congestion.png
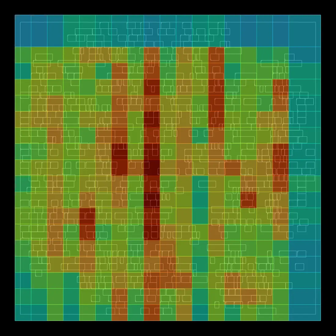
placement_by_type.png
Bar = 50 um. Fill, decap, tap and diode cells in grey.
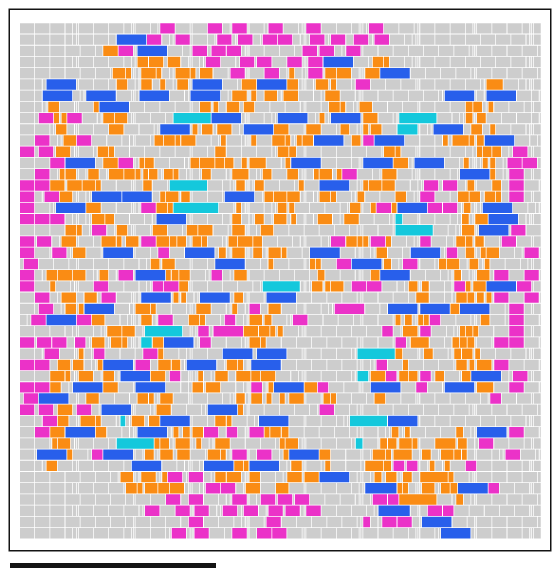
cell_density.png
13 x 13 tiles, from black (low) to pale yellow (high), 0 to 100% covered.
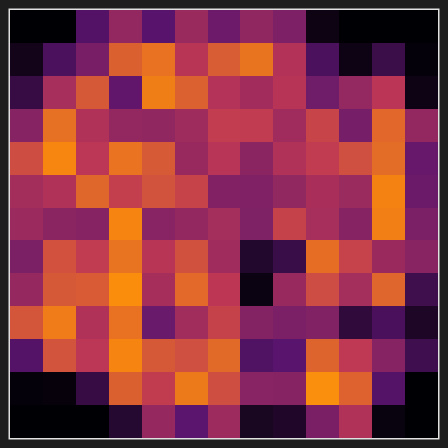
flops_by_reg.png
Bar = 50 um. Other sequential cells in the stronger grey, the rest of the logic in the fainter grey.
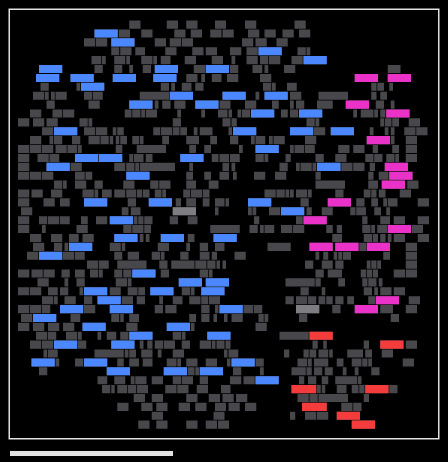
## config.mk

```make
export PLATFORM = sky130hd
export DESIGN_NAME = system_memory_v3
export DESIGN_NICKNAME = d
export VERILOG_FILES = /design/src/rtl/system_memory_v3.sv
export SDC_FILE = /design/constraint.sdc
export NUM_CORES = 1
export LEC_CHECK = 0
export CORE_MARGIN = 2
export CORE_UTILIZATION = 30
export CTS_CLUSTER_DIAMETER = 100
export DETAILED_ROUTE_END_ITERATION = 12
export GPL_ROUTABILITY_DRIVEN = 0
export GPL_TIMING_DRIVEN = 1
export PLACE_DENSITY = 0.53
export SYNTH_ARGS = -nofsm -noshare
export SYNTH_HDL_FRONTEND = slang
export SYNTH_SLANG_ARGS = --single-unit
```

## constraint.sdc

```tcl
create_clock -name CLK -period 1.9 [get_ports CLK]
set_input_delay 0.285 -clock CLK [delete_from_list [all_inputs] [get_ports CLK]]
set_output_delay 0.285 -clock CLK [all_outputs]
set_load 0.005 [all_outputs]
```

## src/rtl/system_memory_v3.sv

```systemverilog
// Grid-state memory for the Conway engine: parallel RUN load, serial LOAD shift-in,
// serial DUMP rotate-out, load-progress counter, generation counter and still-life flag.
module system_memory_v3 #(
  parameter int WIDTH    = 8,
  parameter int HEIGHT   = 8,
  parameter int GEN_BITS = 16,
  localparam int N  = WIDTH * HEIGHT,
  localparam int CW = $clog2(N + 1)
) (
  input  logic                CLK,
  input  logic                RESET,
  input  logic [N-1:0]        GRID_IN,
  input  logic                SERIAL_IN,
  input  logic                LOAD_MODE,
  input  logic                RUN_MODE,
  input  logic                DUMP_MODE,
  output logic [N-1:0]        DATA_OUT,
  output logic                SERIAL_OUT,
  output logic [CW-1:0]       LOAD_COUNT,
  output logic                LOAD_DONE,
  output logic [GEN_BITS-1:0] GENERATION,
  output logic                STABLE
);

  localparam logic [CW-1:0]       COUNT_FULL = CW'(N);
  localparam logic [CW-1:0]       COUNT_ONE  = CW'(1);
  localparam logic [GEN_BITS-1:0] GEN_ONE    = GEN_BITS'(1);

  logic [N-1:0]        data_reg, data_next;
  logic [CW-1:0]       load_count_reg, load_count_next;
  logic [GEN_BITS-1:0] gen_reg, gen_next;
  logic                stable_reg, stable_next;
  logic                prev_load_reg, prev_load_next;

  always_comb begin
    data_next       = data_reg;
    load_count_next = load_count_reg;
    gen_next        = gen_reg;
    stable_next     = stable_reg;
    prev_load_next  = 1'b0;

    if (RUN_MODE) begin
      data_next       = GRID_IN;
      gen_next        = gen_reg + GEN_ONE;
      stable_next     = (GRID_IN == data_reg);
      load_count_next = '0;
    end else if (LOAD_MODE) begin
      data_next      = {data_reg[N-2:0], SERIAL_IN};
      prev_load_next = 1'b1;
      // A LOAD cycle not preceded by a winning LOAD cycle opens a fresh session.
      if (!prev_load_reg) begin
        load_count_next = COUNT_ONE;
        gen_next        = '0;
        stable_next     = 1'b0;
      end else if (load_count_reg != COUNT_FULL) begin
        load_count_next = load_count_reg + COUNT_ONE;
      end
    end else if (DUMP_MODE) begin
      data_next = {data_reg[N-2:0], data_reg[N-1]};
    end
  end

  always_ff @(posedge CLK) begin
    if (!RESET) begin
      data_reg       <= '0;
      load_count_reg <= '0;
      gen_reg        <= '0;
      stable_reg     <= 1'b0;
      prev_load_reg  <= 1'b0;
    end else begin
      data_reg       <= data_next;
      load_count_reg <= load_count_next;
      gen_reg        <= gen_next;
      stable_reg     <= stable_next;
      prev_load_reg  <= prev_load_next;
    end
  end

  assign DATA_OUT   = data_reg;
  assign SERIAL_OUT = data_reg[N-1];
  assign LOAD_COUNT = load_count_reg;
  assign LOAD_DONE  = (load_count_reg == COUNT_FULL);
  assign GENERATION = gen_reg;
  assign STABLE     = stable_reg;

endmodule

```

==> results.txt <==
The synthesis and place-and-route flow finished, so here is a summary.

Of the total power, registers draw 0.424. The main area contributors are sky130_fd_sc_hd__dfxtp_1 37%, sky130_fd_sc_hd__mux2i_1 12%, sky130_fd_sc_hd__a211oi_1 8.7%. The maximum number of pins on one net before global-route repair came out at 48. The detailed placer reported the number of placed instances as 926. Per the OpenROAD power report, switching power amounts to between 1 and 1.5 mW. The half-perimeter wire length of the detailed placement result is approximately 13 mm. The flow ran to the end, but the final reports show violations.

The diode insertion count for antenna repair came out at 0. The setup skew after layout is about 0.0040 ns. At the worst endpoint, the arrival time is roughly 1.7 ns. Per the OpenROAD floorplan log, the area of the core is between 0.015 and 0.02 mm^2. The data required time at the worst endpoint came out at 1.62 ns. The detailed-routing wirelength on met1 came out at slightly below 8 mm. Across all layers, the routed design uses between 4000 and 5000 vias. The biggest area contributor in the post-synthesis netlist is sky130_fd_sc_hd__dfxtp_1. The distinct cell type count after synthesis came out at between 50 and 60. The slew at the pin closest to its max-slew limit is 0.750 ns. The met2 track utilization from global routing is 0.310.

The busiest layer in global routing is met2. STA classifies the critical path endpoint as an output pin. The sequential element share of the synthesized area came out at 0.369. For this run, the share of the core covered by cells in the final layout is 0.448.

The slowest stage of the critical path belongs to the cell sky130_fd_sc_hd__or4b_4. The area of the synthesized netlist per yosys stat came out at around 0.0048 mm^2. Setup repair after global routing could not meet its margin everywhere.

The number of DRC markers after the initial detailed-route iteration came out at 203. Counting pins that exceed their max-slew limit in the final report gives 0. The count of warnings emitted by yosys is 0.

The synthesis-to-finish area growth is 46.8%. The synthesized instance count is between 500 and 600. The residual overflow from global routing is 0.

In the post-route analysis, the smallest setup slack over all paths is -0.0632 ns. The number of top-level pins is between 150 and 200. Per the finish-stage timing summary, setup violations number 1.

The wire length of the first global-routing pass is ~26 mm. The number of antenna violations at the first check in global routing is 0. The worst min-delay path endpoint is GENERATION[0]. The checks that failed: setup timing. STA lists the endpoint of the worst register-to-register path as LOAD_COUNT[0]. The pre-antenna-repair detailed-routing pass consisted of 4 iterations.
## Picture notes: congestion.png
met1 track demand over resource: 0.262
total track usage: 0.197
routing usage on met3: 0.0444

## Picture notes: placement_by_type.png
clock drivers and dummy loads: shown in cyan, cells 16, share of their area 4.4%. sequential cells: shown in blue, cells 89, share of their area 26%. combinational and other logic: shown in orange, cells 428, share of their area 42%. remaining buffers and delay cells: shown in magenta, cells 193, share of their area 27%.

## Picture notes: cell_density.png
The fullest tile reaches 76%. The emptiest ninth of the die: north-east. The densest ninth of the die: west. 1.2% of the tiles are over 75% full. The mean over all tiles is 40%. 7.7% of the tiles are nearly empty.

## Picture notes: flops_by_reg.png
DATA_OUT: shown in blue, placed flops 64. LOAD_COUNT: shown in red, placed flops 7, where south-east. GENERATION: shown in magenta, placed flops 16.

-- area by class of cell --
| type | count | area share |
|---|---|---|
| clock buffers | 11 | 0.0342 |
| clock inverters | 5 | 0.00776 |
| inverters | 23 | 0.0122 |
| multi-input cells | 405 | 0.394 |
| flip-flops and latches | 89 | 0.251 |
| well taps | 216 | 0.0381 |
| repair buffers | 193 | 0.263 |
-- stage by stage --
stage / instance area, um^2 / worst slack (ns)
floorplan: 4830 / 0.220
global placement: 6790 / -0.139
detailed placement: 6790 / -0.112
CTS: 7080 / -0.0879
global route: 7100 / -0.114
finish: 7100 / -0.0632
-- worst register-to-register path, stage by stage (launching register included) --
cell                      delay [ns]
sky130_fd_sc_hd__dfxtp_2        0.32
sky130_fd_sc_hd__inv_2          0.06
sky130_fd_sc_hd__ha_4           0.12
sky130_fd_sc_hd__or4b_4         0.46
sky130_fd_sc_hd__nor3b_4        0.22
sky130_fd_sc_hd__buf_4          0.16
sky130_fd_sc_hd__nand2_2        0.06
sky130_fd_sc_hd__a21oi_2        0.15
sky130_fd_sc_hd__nor4_2         0.06
-- kinds of logic after synthesis --
group                    count (synthesis)  synth area share
multiplexers                            61             0.127
flip-flops                              89             0.369
adder cells (fa/ha/maj)                  3           0.00776
XOR/XNOR                                47            0.0851
AND-OR/OR-AND                          117             0.173
AND/OR/NAND/NOR                        177             0.181
buffers and inverters                   60            0.0572
-- power groups by stage --
stage	clock network, mW	logic [mW]	registers, mW
floorplan	0	0.455	2.14
global placement	0	1.03	2.16
detailed placement	0	1.04	2.16
CTS	1.88	1.05	2.12
global route	1.96	1.12	2.13
finish	1.84	1.04	2.12
-- repair_timing --
action / CTS / global route
pin swaps: 1 / 2
endpoints found under the setup margin: 1 / 1
resized: 6 / 4
cloned: 0 / 0
Power figures rest on the tool's default switching activity, not on a simulated workload.
